===== src/rtl/sort_array_ctrl.sv =====
// sort_array_ctrl: sequencer for a linear array of DEPTH sorting cells
// (descending key order, cell 0 holds the largest key).
// Phases: load a record stream, let pushes ripple, drain sorted records, clear.
// Key is in_data[19:0]; a zero key looks like an empty cell and is dropped.
// Optional build macro SORT_CTRL_STATS_EN adds o_drop_cnt, a saturating count
// of dropped zero-key records (cleared by rst only).
//
// state    | meaning
// ---------+---------------------------------------------------------------
// S_IDLE   | array empty, waiting for the first record of a batch
// S_LOAD   | at least one record pushed, accepting more
// S_SETTLE | pushing zero records for DEPTH cycles so in-flight pushes settle
// S_DRAIN  | streaming cells 0..count-1 out over valid/ready
// S_CLEAR  | one-cycle array clear pulse, counters reset, back to idle
module sort_array_ctrl #(
    parameter int DEPTH = 16,
    parameter int DW    = 32,
    parameter int CW    = $clog2(DEPTH + 1)
) (
    input  logic                  clk,
    input  logic                  rst,
    input  logic                  i_in_valid,
    input  logic [DW-1:0]         i_in_data,
    input  logic                  i_in_last,
    output logic                  o_in_ready,
    output logic                  o_arr_en,
    output logic [DW-1:0]         o_arr_new_data,
    output logic                  o_arr_clr,
    input  logic [DEPTH*DW-1:0]   i_arr_data_flat,
    output logic                  o_out_valid,
    output logic [DW-1:0]         o_out_data,
    output logic                  o_out_last,
    input  logic                  i_out_ready,
    output logic                  o_busy,
`ifdef SORT_CTRL_STATS_EN
    output logic [15:0]           o_drop_cnt,
`endif
    output logic [CW-1:0]         o_count
);

    typedef enum logic [2:0] {
        S_IDLE   = 3'd0,
        S_LOAD   = 3'd1,
        S_SETTLE = 3'd2,
        S_DRAIN  = 3'd3,
        S_CLEAR  = 3'd4
    } state_t;

    state_t          r_state;
    state_t          w_state_nxt;

    logic [CW-1:0]   r_count;
    logic [CW-1:0]   r_rd_idx;
    logic [CW-1:0]   r_settle_cnt;
    logic            r_arr_en;
    logic [DW-1:0]   r_arr_new_data;
    logic            r_arr_clr;

    logic            w_key_nz;
    logic            w_in_ready;
    logic            w_accept;
    logic            w_push;
    logic            w_drop;
    logic            w_out_valid;
    logic            w_out_last;
    logic            w_drain_hs;
    logic            w_busy;
    logic [DW-1:0]   w_rd_data;

    assign w_key_nz = |i_in_data[19:0];

    // State register.
    always_ff @(posedge clk or posedge rst) begin
        if (rst) begin
            r_state <= S_IDLE;
        end else begin
            r_state <= w_state_nxt;
        end
    end

    // Next-state decode and combinational handshake outputs.
    always_comb begin
        w_state_nxt = r_state;
        w_in_ready  = 1'b0;
        w_accept    = 1'b0;
        w_push      = 1'b0;
        w_drop      = 1'b0;
        w_out_valid = 1'b0;
        w_out_last  = 1'b0;
        w_drain_hs  = 1'b0;
        w_busy      = (r_state != S_IDLE);
        case (r_state)
            S_IDLE, S_LOAD: begin
                w_in_ready = (r_count < CW'(DEPTH));
                w_accept   = i_in_valid && w_in_ready;
                w_push     = w_accept && w_key_nz;
                w_drop     = w_accept && !w_key_nz;
                if (w_push) begin
                    if (i_in_last || (r_count == CW'(DEPTH - 1))) begin
                        w_state_nxt = S_SETTLE;
                    end else begin
                        w_state_nxt = S_LOAD;
                    end
                end else if (w_drop && i_in_last) begin
                    // A dropped last record still closes the batch; an empty
                    // batch skips straight to the clear.
                    w_state_nxt = (r_count != '0) ? S_SETTLE : S_CLEAR;
                end
            end
            S_SETTLE: begin
                if (r_settle_cnt == '0) begin
                    w_state_nxt = S_DRAIN;
                end
            end
            S_DRAIN: begin
                w_out_valid = 1'b1;
                w_out_last  = (r_rd_idx == (r_count - CW'(1)));
                w_drain_hs  = i_out_ready;
                if (w_drain_hs && w_out_last) begin
                    w_state_nxt = S_CLEAR;
                end
            end
            S_CLEAR: begin
                w_state_nxt = S_IDLE;
            end
            default: begin
                w_state_nxt = S_IDLE;
            end
        endcase
    end

    // Select the cell addressed by the read index.
    always_comb begin
        w_rd_data = '0;
        for (int i = 0; i < DEPTH; i++) begin
            if (r_rd_idx == CW'(i)) begin
                w_rd_data = i_arr_data_flat[i*DW +: DW];
            end
        end
    end

    // Datapath: array push bus, counters, settle timer and clear pulse.
    always_ff @(posedge clk or posedge rst) begin
        if (rst) begin
            r_count        <= '0;
            r_rd_idx       <= '0;
            r_settle_cnt   <= '0;
            r_arr_en       <= 1'b0;
            r_arr_new_data <= '0;
            r_arr_clr      <= 1'b0;
        end else begin
            r_arr_clr <= (w_state_nxt == S_CLEAR);
            case (r_state)
                S_IDLE, S_LOAD: begin
                    r_arr_en     <= w_push;
                    r_settle_cnt <= CW'(DEPTH);
                    if (w_push) begin
                        r_arr_new_data <= i_in_data;
                        r_count        <= r_count + CW'(1);
                    end
                end
                S_SETTLE: begin
                    // Zero pushes ripple through every cell after the last record.
                    r_arr_en       <= (r_settle_cnt != '0);
                    r_arr_new_data <= '0;
                    if (r_settle_cnt != '0) begin
                        r_settle_cnt <= r_settle_cnt - CW'(1);
                    end
                end
                S_DRAIN: begin
                    r_arr_en <= 1'b0;
                    if (w_drain_hs && !w_out_last) begin
                        r_rd_idx <= r_rd_idx + CW'(1);
                    end
                end
                S_CLEAR: begin
                    r_arr_en <= 1'b0;
                    r_count  <= '0;
                    r_rd_idx <= '0;
                end
                default: begin
                    r_arr_en <= 1'b0;
                end
            endcase
        end
    end

`ifdef SORT_CTRL_STATS_EN
    logic [15:0] r_drop_cnt;

    // Saturating count of dropped zero-key records; survives batch clears.
    always_ff @(posedge clk or posedge rst) begin
        if (rst) begin
            r_drop_cnt <= '0;
        end else if (w_drop && (r_drop_cnt != 16'hFFFF)) begin
            r_drop_cnt <= r_drop_cnt + 16'd1;
        end
    end

    assign o_drop_cnt = r_drop_cnt;
`endif

    assign o_in_ready     = w_in_ready;
    assign o_arr_en       = r_arr_en;
    assign o_arr_new_data = r_arr_new_data;
    assign o_arr_clr      = r_arr_clr;
    assign o_out_valid    = w_out_valid;
    assign o_out_data     = w_out_valid ? w_rd_data : '0;
    assign o_out_last     = w_out_last;
    assign o_busy         = w_busy;
    assign o_count        = r_count;

endmodule

===== config.mk =====
export PLATFORM = sky130hd
export DESIGN_NAME = sort_array_ctrl
export DESIGN_NICKNAME = d
export VERILOG_FILES = /design/src/rtl/sort_array_ctrl.sv
export SDC_FILE = /design/constraint.sdc
export NUM_CORES = 1
export LEC_CHECK = 0
export CAP_MARGIN = 5
export CELL_PAD_IN_SITES_DETAIL_PLACEMENT = 1
export CELL_PAD_IN_SITES_GLOBAL_PLACEMENT = 1
export CORE_AREA = 2 2 243 245
export DETAILED_ROUTE_END_ITERATION = 8
export DIE_AREA = 0 0 245 247
export PLACE_DENSITY_LB_ADDON = 0.2
export SLEW_MARGIN = 20
export SYNTH_ARGS = -nofsm -noshare
export SYNTH_HDL_FRONTEND = slang
export SYNTH_SLANG_ARGS = --single-unit

===== constraint.sdc =====
create_clock -name clk -period 5.4 [get_ports clk]
set_input_delay 1.62 -clock clk [delete_from_list [all_inputs] [get_ports clk]]
set_output_delay 1.62 -clock clk [all_outputs]
set_load 0.01 [all_outputs]

==> out/metrics.csv <==
stage,metric,value,unit
placement,Final HPWL DP,66400,µm
timing,setup TNS,-0.0162,ns
worst_setup_path,Worst Setup EP,o_out_data[5],
layout,seq_cells,52,
worst_setup_path,startpoint types,input pin,
run_status,failing checks,negative setup slack,
synthesis,Synth area leader,dfrtp_1,
run_status,run status,"finished, violations left",
timing,Final WS setup,-0.0162,ns
worst_setup_path,critical path depth,7,
routing,drc violations,0,
synthesis,Post-Syn Nets,1736,
timing,Final Setup Violations,1,
flow_run,Max Cap Viol,0,
synthesis,Post-synth regs,52,
routing,initial drt markers,690,
pwr,VDD IR max,0.161,mV
synthesis,MUX area fraction,0.636,%
timing,worst slew pin tran,0.908,ns
worst_setup_path,CP required,3.78,ns
layout,Leading cell kind,buffers,
routing,top sig layer,met5,
routing,Routed met3 length,5260,µm
pwr,Clock Power Share,6.0,%
die,IO Pins,624,
synthesis,Post-synth EDFFs,0,
layout,Signal inverters,22,
timing,Max-Slew Margin vs Limit,39.2,%
[power by group through the flow]
stage	sequential, µW	clock, µW	combinational [µW]
2_1_floorplan	667	0	2130
3_3_place_gp	689	0	4520
3_5_place_dp	696	0	4530
4_1_cts	694	364	4620
5_1_grt	717	375	4950
6_report	692	343	4650
[cells in the final DEF (no fill, tap or decap), drive strengths merged, types with 25 or more instances in the layout]
| master | count |
|---|---|
| o21ai | 136 |
| a221oi | 41 |
| o22ai | 50 |
| nand2 | 186 |
| a21oi | 115 |
| clkdlybuf4s50 | 597 |
| o221ai | 28 |
| nor2 | 97 |
| o211ai | 25 |
| buf | 138 |
| dfrtp | 52 |
[worst min-delay path, cell delays in order (launching register included)]
cell     delay, ns
dfrtp_1       0.38
nand2_1       0.05
o21ai_0       0.06
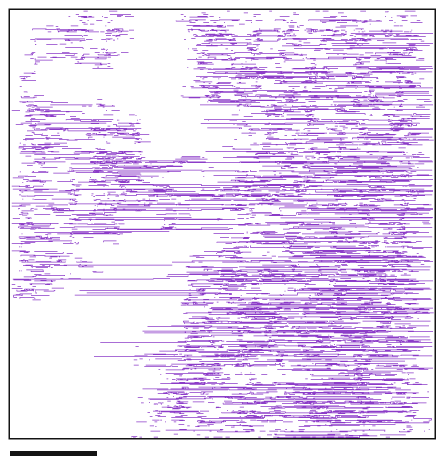
layer_met1.png
Scale bar: 50 µm.
- wire length on this layer: 31.3 mm
- nets with wire on the layer: 2,201
- share of all routed wire: 40%
- main direction: horizontal
- longest straight run: 87.4 µm
via count: 12.8k
GR Layer Usage met1: 28.5%
Routed WL: 78,600 µm

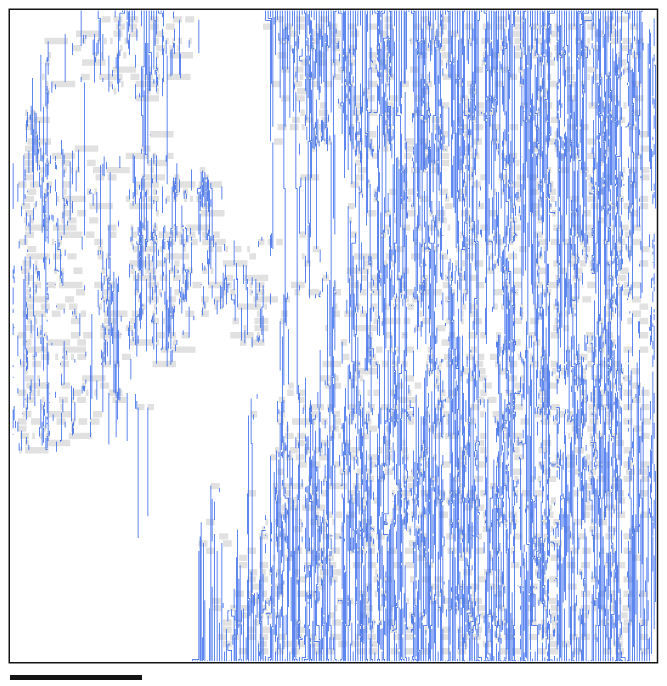
layer_met2.png
Scale bar: 50 µm.
- wire length on this layer: 40.3 mm
- main direction: vertical

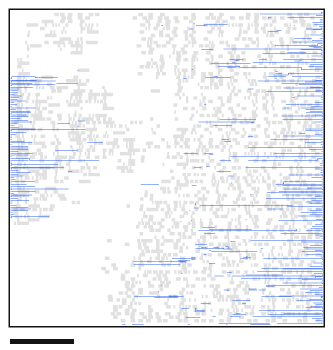
layer_met3.png
Scale bar: 50 µm.
- longest straight run: 77.3 µm
- share of all routed wire: 6.7%
- nets with wire on the layer: 342
- main direction: horizontal
- wire length on this layer: 5,260 µm
met3 Track Usage GR: 5.83%

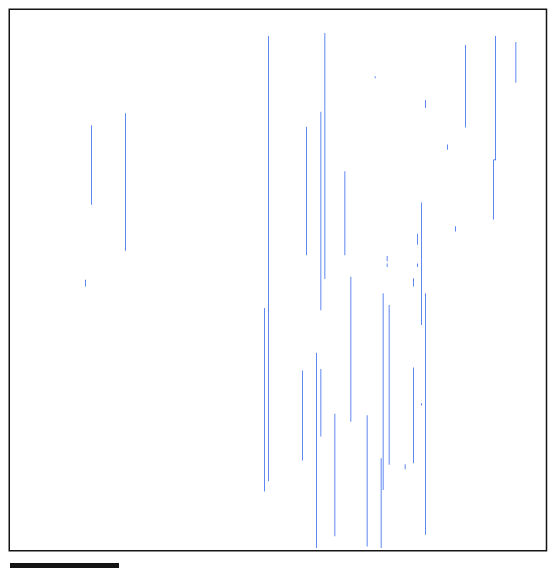
layer_met4.png
Scale bar: 50 µm.
- main direction: vertical
- wire length on this layer: 1,610 µm
- longest straight run: 203 µm

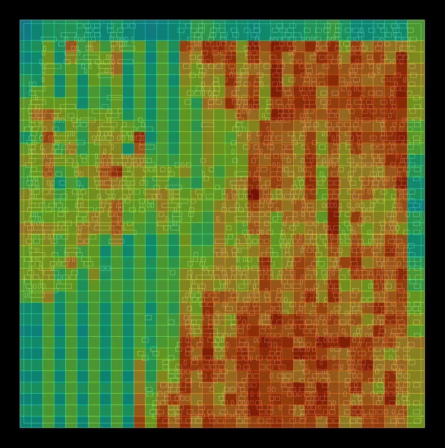
congestion.png
mean routed wirelength per cell: 30.0 µm
fin util: 27.7%
Total Routing Usage GR: 24.8%
met2 usage: 45.4%

No activity file was given, so power comes from the tool's default toggle rates.
